File: config.mk
export PLATFORM = sky130hd
export DESIGN_NAME = spi_arbiter_flat
export DESIGN_NICKNAME = d
export VERILOG_FILES = /design/src/rtl/spi_arbiter_if.sv /design/src/rtl/spi_arbiter.sv /design/src/flat_wrapper.sv
export SDC_FILE = /design/constraint.sdc
export NUM_CORES = 1
export LEC_CHECK = 0
export CORE_MARGIN = 1.5
export CORE_UTILIZATION = 40
export CTS_BUF_LIST = sky130_fd_sc_hd__clkbuf_8
export DETAILED_ROUTE_END_ITERATION = 10
export PLACE_DENSITY_LB_ADDON = 0.3
export SLEW_MARGIN = 20
export SYNTH_ARGS = -nofsm -noshare
export SYNTH_HDL_FRONTEND = slang
export SYNTH_SLANG_ARGS = --single-unit
File: constraint.sdc
create_clock -name clk -period 1.7 [get_ports clk]
set_input_delay 0.17 -clock clk [delete_from_list [all_inputs] [get_ports clk]]
set_output_delay 0.17 -clock clk [all_outputs]
set_load 0.03 [all_outputs]
File: src/rtl/spi_arbiter_if.sv
// Bundle of requester-side and SPI-controller-side signals for spi_arbiter.
// The slave modport is the arbiter's view; master is the environment's view.
interface spi_arbiter_if;
    // requester side
    logic [1:0] req;
    logic [7:0] tx_data0;
    logic [7:0] tx_data1;
    logic [1:0] tx_last;
    logic [1:0] grant;
    logic [1:0] tx_ready;
    logic [1:0] rx_valid;
    logic [7:0] rx_data;
    logic       err;
    // SPI controller side
    logic       spi_start;
    logic [7:0] spi_data;
    logic       spi_hold_cs;
    logic       spi_done;
    logic [7:0] spi_data_received;

    modport slave (
        input  req, tx_data0, tx_data1, tx_last, spi_done, spi_data_received,
        output grant, tx_ready, rx_valid, rx_data, err, spi_start, spi_data, spi_hold_cs
    );

    modport master (
        output req, tx_data0, tx_data1, tx_last, spi_done, spi_data_received,
        input  grant, tx_ready, rx_valid, rx_data, err, spi_start, spi_data, spi_hold_cs
    );
endinterface

File: src/rtl/spi_arbiter.sv
// Two-requester round-robin arbiter in front of a byte-wide SPI controller.
// Every output is a register; output values are computed from the next state
// so that pulses line up with the state they belong to (e.g. spi_start is
// high during the ISSUE cycle itself).
module spi_arbiter #(
    parameter int unsigned TIMEOUT_CYCLES = 4096
) (
    input  logic          clk,
    input  logic          rst,
    spi_arbiter_if.slave  bus
);

    localparam logic [2:0] S_IDLE    = 3'd0;
    localparam logic [2:0] S_ISSUE   = 3'd1;
    localparam logic [2:0] S_WAIT    = 3'd2;
    localparam logic [2:0] S_ABORT   = 3'd3;
    localparam logic [2:0] S_RELEASE = 3'd4;

    localparam logic [15:0] CNT_LAST = 16'(TIMEOUT_CYCLES - 1);
    localparam logic [15:0] CNT_MAX  = 16'hFFFF;

    logic [2:0]  state_q, state_d;
    logic [1:0]  grant_q, grant_d;
    logic        ptr_q, ptr_d;
    logic [15:0] cnt_q, cnt_d;
    logic        last_q, last_d;
    logic        abort_q, abort_d;
    logic [1:0]  tx_ready_q, tx_ready_d;
    logic [1:0]  rx_valid_q, rx_valid_d;
    logic [7:0]  rx_data_q, rx_data_d;
    logic        err_q, err_d;
    logic        start_q, start_d;
    logic [7:0]  sdata_q, sdata_d;
    logic        hold_q, hold_d;

    logic        owner;
    logic        do_issue;
    logic        issue_idx;

    assign owner = grant_q[1];

    // Next-state and next-output computation for the arbitration FSM.
    always_comb begin
        state_d    = state_q;
        grant_d    = grant_q;
        ptr_d      = ptr_q;
        cnt_d      = cnt_q;
        last_d     = last_q;
        abort_d    = abort_q;
        tx_ready_d = 2'b00;
        rx_valid_d = 2'b00;
        rx_data_d  = rx_data_q;
        err_d      = 1'b0;
        start_d    = 1'b0;
        sdata_d    = sdata_q;
        hold_d     = hold_q;
        do_issue   = 1'b0;
        issue_idx  = owner;

        case (state_q)
            S_IDLE: begin
                if (bus.req != 2'b00) begin
                    // both requesting: the pointer decides; otherwise the lone one
                    issue_idx = (bus.req == 2'b11) ? ptr_q : bus.req[1];
                    grant_d   = issue_idx ? 2'b10 : 2'b01;
                    do_issue  = 1'b1;
                    state_d   = S_ISSUE;
                end
            end
            S_ISSUE: begin
                cnt_d   = 16'd0;
                state_d = S_WAIT;
            end
            S_WAIT: begin
                if (bus.spi_done) begin
                    rx_data_d  = bus.spi_data_received;
                    rx_valid_d = abort_q ? 2'b00 : grant_q;
                    if (last_q) begin
                        state_d = S_RELEASE;
                    end else if (bus.req[owner]) begin
                        issue_idx = owner;
                        do_issue  = 1'b1;
                        state_d   = S_ISSUE;
                    end else begin
                        // owner vanished mid-transaction: send a dummy byte that drops CS
                        start_d = 1'b1;
                        sdata_d = 8'h00;
                        hold_d  = 1'b0;
                        err_d   = 1'b1;
                        state_d = S_ABORT;
                    end
                end else if (cnt_q == CNT_LAST) begin
                    err_d   = 1'b1;
                    state_d = S_RELEASE;
                end else if (cnt_q != CNT_MAX) begin
                    cnt_d = cnt_q + 16'd1;
                end
            end
            S_ABORT: begin
                cnt_d   = 16'd0;
                last_d  = 1'b1;
                abort_d = 1'b1;
                state_d = S_WAIT;
            end
            S_RELEASE: begin
                grant_d = 2'b00;
                ptr_d   = ~owner;
                state_d = S_IDLE;
            end
            default: begin
                state_d = S_IDLE;
                grant_d = 2'b00;
            end
        endcase

        if (do_issue) begin
            tx_ready_d = issue_idx ? 2'b10 : 2'b01;
            start_d    = 1'b1;
            sdata_d    = issue_idx ? bus.tx_data1 : bus.tx_data0;
            hold_d     = ~bus.tx_last[issue_idx];
            last_d     = bus.tx_last[issue_idx];
            abort_d    = 1'b0;
        end
    end

    // State and output registers with synchronous reset.
    always_ff @(posedge clk) begin
        if (rst) begin
            state_q    <= S_IDLE;
            grant_q    <= 2'b00;
            ptr_q      <= 1'b0;
            cnt_q      <= 16'd0;
            last_q     <= 1'b0;
            abort_q    <= 1'b0;
            tx_ready_q <= 2'b00;
            rx_valid_q <= 2'b00;
            rx_data_q  <= 8'h00;
            err_q      <= 1'b0;
            start_q    <= 1'b0;
            sdata_q    <= 8'h00;
            hold_q     <= 1'b0;
        end else begin
            state_q    <= state_d;
            grant_q    <= grant_d;
            ptr_q      <= ptr_d;
            cnt_q      <= cnt_d;
            last_q     <= last_d;
            abort_q    <= abort_d;
            tx_ready_q <= tx_ready_d;
            rx_valid_q <= rx_valid_d;
            rx_data_q  <= rx_data_d;
            err_q      <= err_d;
            start_q    <= start_d;
            sdata_q    <= sdata_d;
            hold_q     <= hold_d;
        end
    end

    assign bus.grant       = grant_q;
    assign bus.tx_ready    = tx_ready_q;
    assign bus.rx_valid    = rx_valid_q;
    assign bus.rx_data     = rx_data_q;
    assign bus.err         = err_q;
    assign bus.spi_start   = start_q;
    assign bus.spi_data    = sdata_q;
    assign bus.spi_hold_cs = hold_q;

endmodule

File: src/flat_wrapper.sv
// flat-port wrapper written by rule: the top's interface ports become plain ports
module spi_arbiter_flat 
#(
    parameter int unsigned TIMEOUT_CYCLES = 4096
)
  (clk, rst, bus_req, bus_tx_data0, bus_tx_data1, bus_tx_last, bus_spi_done, bus_spi_data_received, bus_grant, bus_tx_ready, bus_rx_valid, bus_rx_data, bus_err, bus_spi_start, bus_spi_data, bus_spi_hold_cs);
  spi_arbiter_if bus_i ();
  input  logic clk;
  input  logic rst;
  input wire logic [$bits(bus_i.req)-1:0] bus_req;
  input wire logic [$bits(bus_i.tx_data0)-1:0] bus_tx_data0;
  input wire logic [$bits(bus_i.tx_data1)-1:0] bus_tx_data1;
  input wire logic [$bits(bus_i.tx_last)-1:0] bus_tx_last;
  input wire logic [$bits(bus_i.spi_done)-1:0] bus_spi_done;
  input wire logic [$bits(bus_i.spi_data_received)-1:0] bus_spi_data_received;
  output wire logic [$bits(bus_i.grant)-1:0] bus_grant;
  output wire logic [$bits(bus_i.tx_ready)-1:0] bus_tx_ready;
  output wire logic [$bits(bus_i.rx_valid)-1:0] bus_rx_valid;
  output wire logic [$bits(bus_i.rx_data)-1:0] bus_rx_data;
  output wire logic [$bits(bus_i.err)-1:0] bus_err;
  output wire logic [$bits(bus_i.spi_start)-1:0] bus_spi_start;
  output wire logic [$bits(bus_i.spi_data)-1:0] bus_spi_data;
  output wire logic [$bits(bus_i.spi_hold_cs)-1:0] bus_spi_hold_cs;
  assign bus_i.req = bus_req;
  assign bus_i.tx_data0 = bus_tx_data0;
  assign bus_i.tx_data1 = bus_tx_data1;
  assign bus_i.tx_last = bus_tx_last;
  assign bus_i.spi_done = bus_spi_done;
  assign bus_i.spi_data_received = bus_spi_data_received;
  assign bus_grant = bus_i.grant;
  assign bus_tx_ready = bus_i.tx_ready;
  assign bus_rx_valid = bus_i.rx_valid;
  assign bus_rx_data = bus_i.rx_data;
  assign bus_err = bus_i.err;
  assign bus_spi_start = bus_i.spi_start;
  assign bus_spi_data = bus_i.spi_data;
  assign bus_spi_hold_cs = bus_i.spi_hold_cs;
  spi_arbiter #(.TIMEOUT_CYCLES(TIMEOUT_CYCLES)) u_core (.clk(clk), .rst(rst), .bus(bus_i));
endmodule
placed.png
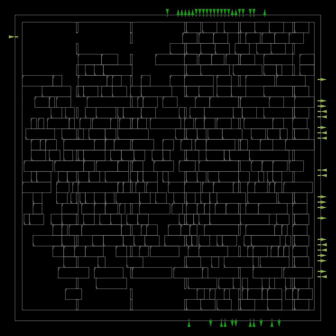
# Taps: 72
flip-flops: 47
# fillers: 457
sequential cell area share: 0.271
Util after Layout: 0.644

layers.png
Only two layers are drawn.
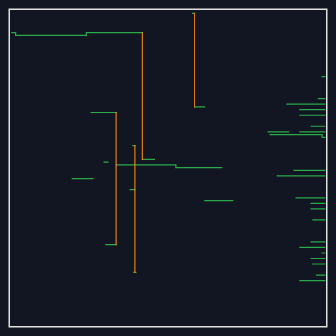
colour	layer	wire length
green	M3	204 microns
orange	M4	118 microns

==> impl_metrics.csv <==
group,metric,value,unit
cells_and_area,area_growth,56.6,%
final_timing,finalSetupViolCount,12,
setup_path,crit_family,"simple AND/OR/NAND/NOR gates",
cells_and_area,comb-cell-share,0.394,
status,violations,"negative setup slack",
die,rows,27,
min_path,hp-class,"in -> reg",
synth,synth_nets,272,
cells_and_area,drive_above_1_share,0.294,
job,warnings,28,
detailed_routing,routedWlPerCell,14.7,microns
cells_and_area,final_cell_area,3520,sq um
clock_network,cts_tree,"built",
status,status,"complete, but fails checks",
die,die_y,78.0,microns
synth,yosys_area,2250,sq um
final_timing,setup_ws,-0.0421,ns
final_timing,setup_tns,-0.224,ns
global_route,grt_max_degree,23,
clock_network,cts_buffer_depth,2,
clock_wires.png
Scale bar: 20 microns.
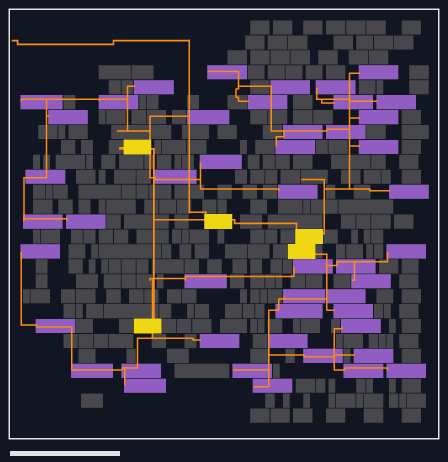
[orange] clock wires | length: 588 microns
[yellow] clock-net drivers | count: 5
[purple] flip-flops | count: 47
flops lie	widely spread
routed clock nets	6
Clk network pwr share: 0.313
Latency at later pin: 0.30 ns
Clk power: 0.883 mW
worst clock skew: 0.00437 ns

[cell usage in the layout (no fill, tap or decap), drive strengths merged, types with 2 or more instances in the layout]
cell           instances
dfxtp                 47
a2111oi                7
nand2b                11
nor3                   4
clkbuf                 6
inv                    6
or3                    3
o2bb2ai                8
o31ai                  4
a32oi                  3
nand3                  2
nand4                  7
a21oi                 20
a211oi                 6
or4                    4
buf                   50
nor4b                  2
o2111ai                3
clkdlybuf4s50         54
o21ai                  2
nand2                 42
and4                   2
a311oi                 2
nor2                   6
and2                   4
mux2i                 21
[worst reg2reg max path: stages, from the launching register on]
cell and delay, ns:
dfxtp_2 0.34, or4_4 0.60, a21oi_4 0.32, buf_6 0.16
a211oi_1 0.08, mux2i_1 0.13
[cell families after synthesis]
| kind of cell | synth area share |
|---|---|
| adders and majority gates | 0.00556 |
| DFF | 0.418 |
| and+or+nand+nor | 0.233 |
| muxes | 0.0934 |
| buffers and inverters | 0.0406 |
| AOI/OAI and AO/OA | 0.209 |
[routing by layer]
metal  vias to the layer above  track usage  wire length [microns]
li1                       1106            -                      -
met3                        10       0.0365                    203
met1                      1052        0.219                   2640
met4                         0       0.0679                    118
met5                         -            0                      0
met2                        39        0.338                   3120
[sequential cells by signal, summed over array words and instances, names as in the netlist, 2 cells and up]
signal	flops
u_core.cnt_q	16
u_core.bus.rx_data	8
u_core.bus.spi_data	8
u_core.state_q	3
u_core.bus.grant	2
u_core.bus.rx_valid	2
u_core.bus.tx_ready	2
[where the power goes]
part	switching [mW]	total (mW)	internal (mW)
combinational	0.367	0.715	0.349
clock	0.399	0.883	0.484
sequential	0.0530	1.22	1.17
[what timing repair did]
action / in CTS / in global routing
pin swaps: 5 / 13
gates resized: 19 / 34
hold buffers: 0 / 0
buffers inserted: 0 / 4
gates cloned: 0 / 1
setup endpoints to repair: 27 / 27
Power and IR drop assume default switching activity.
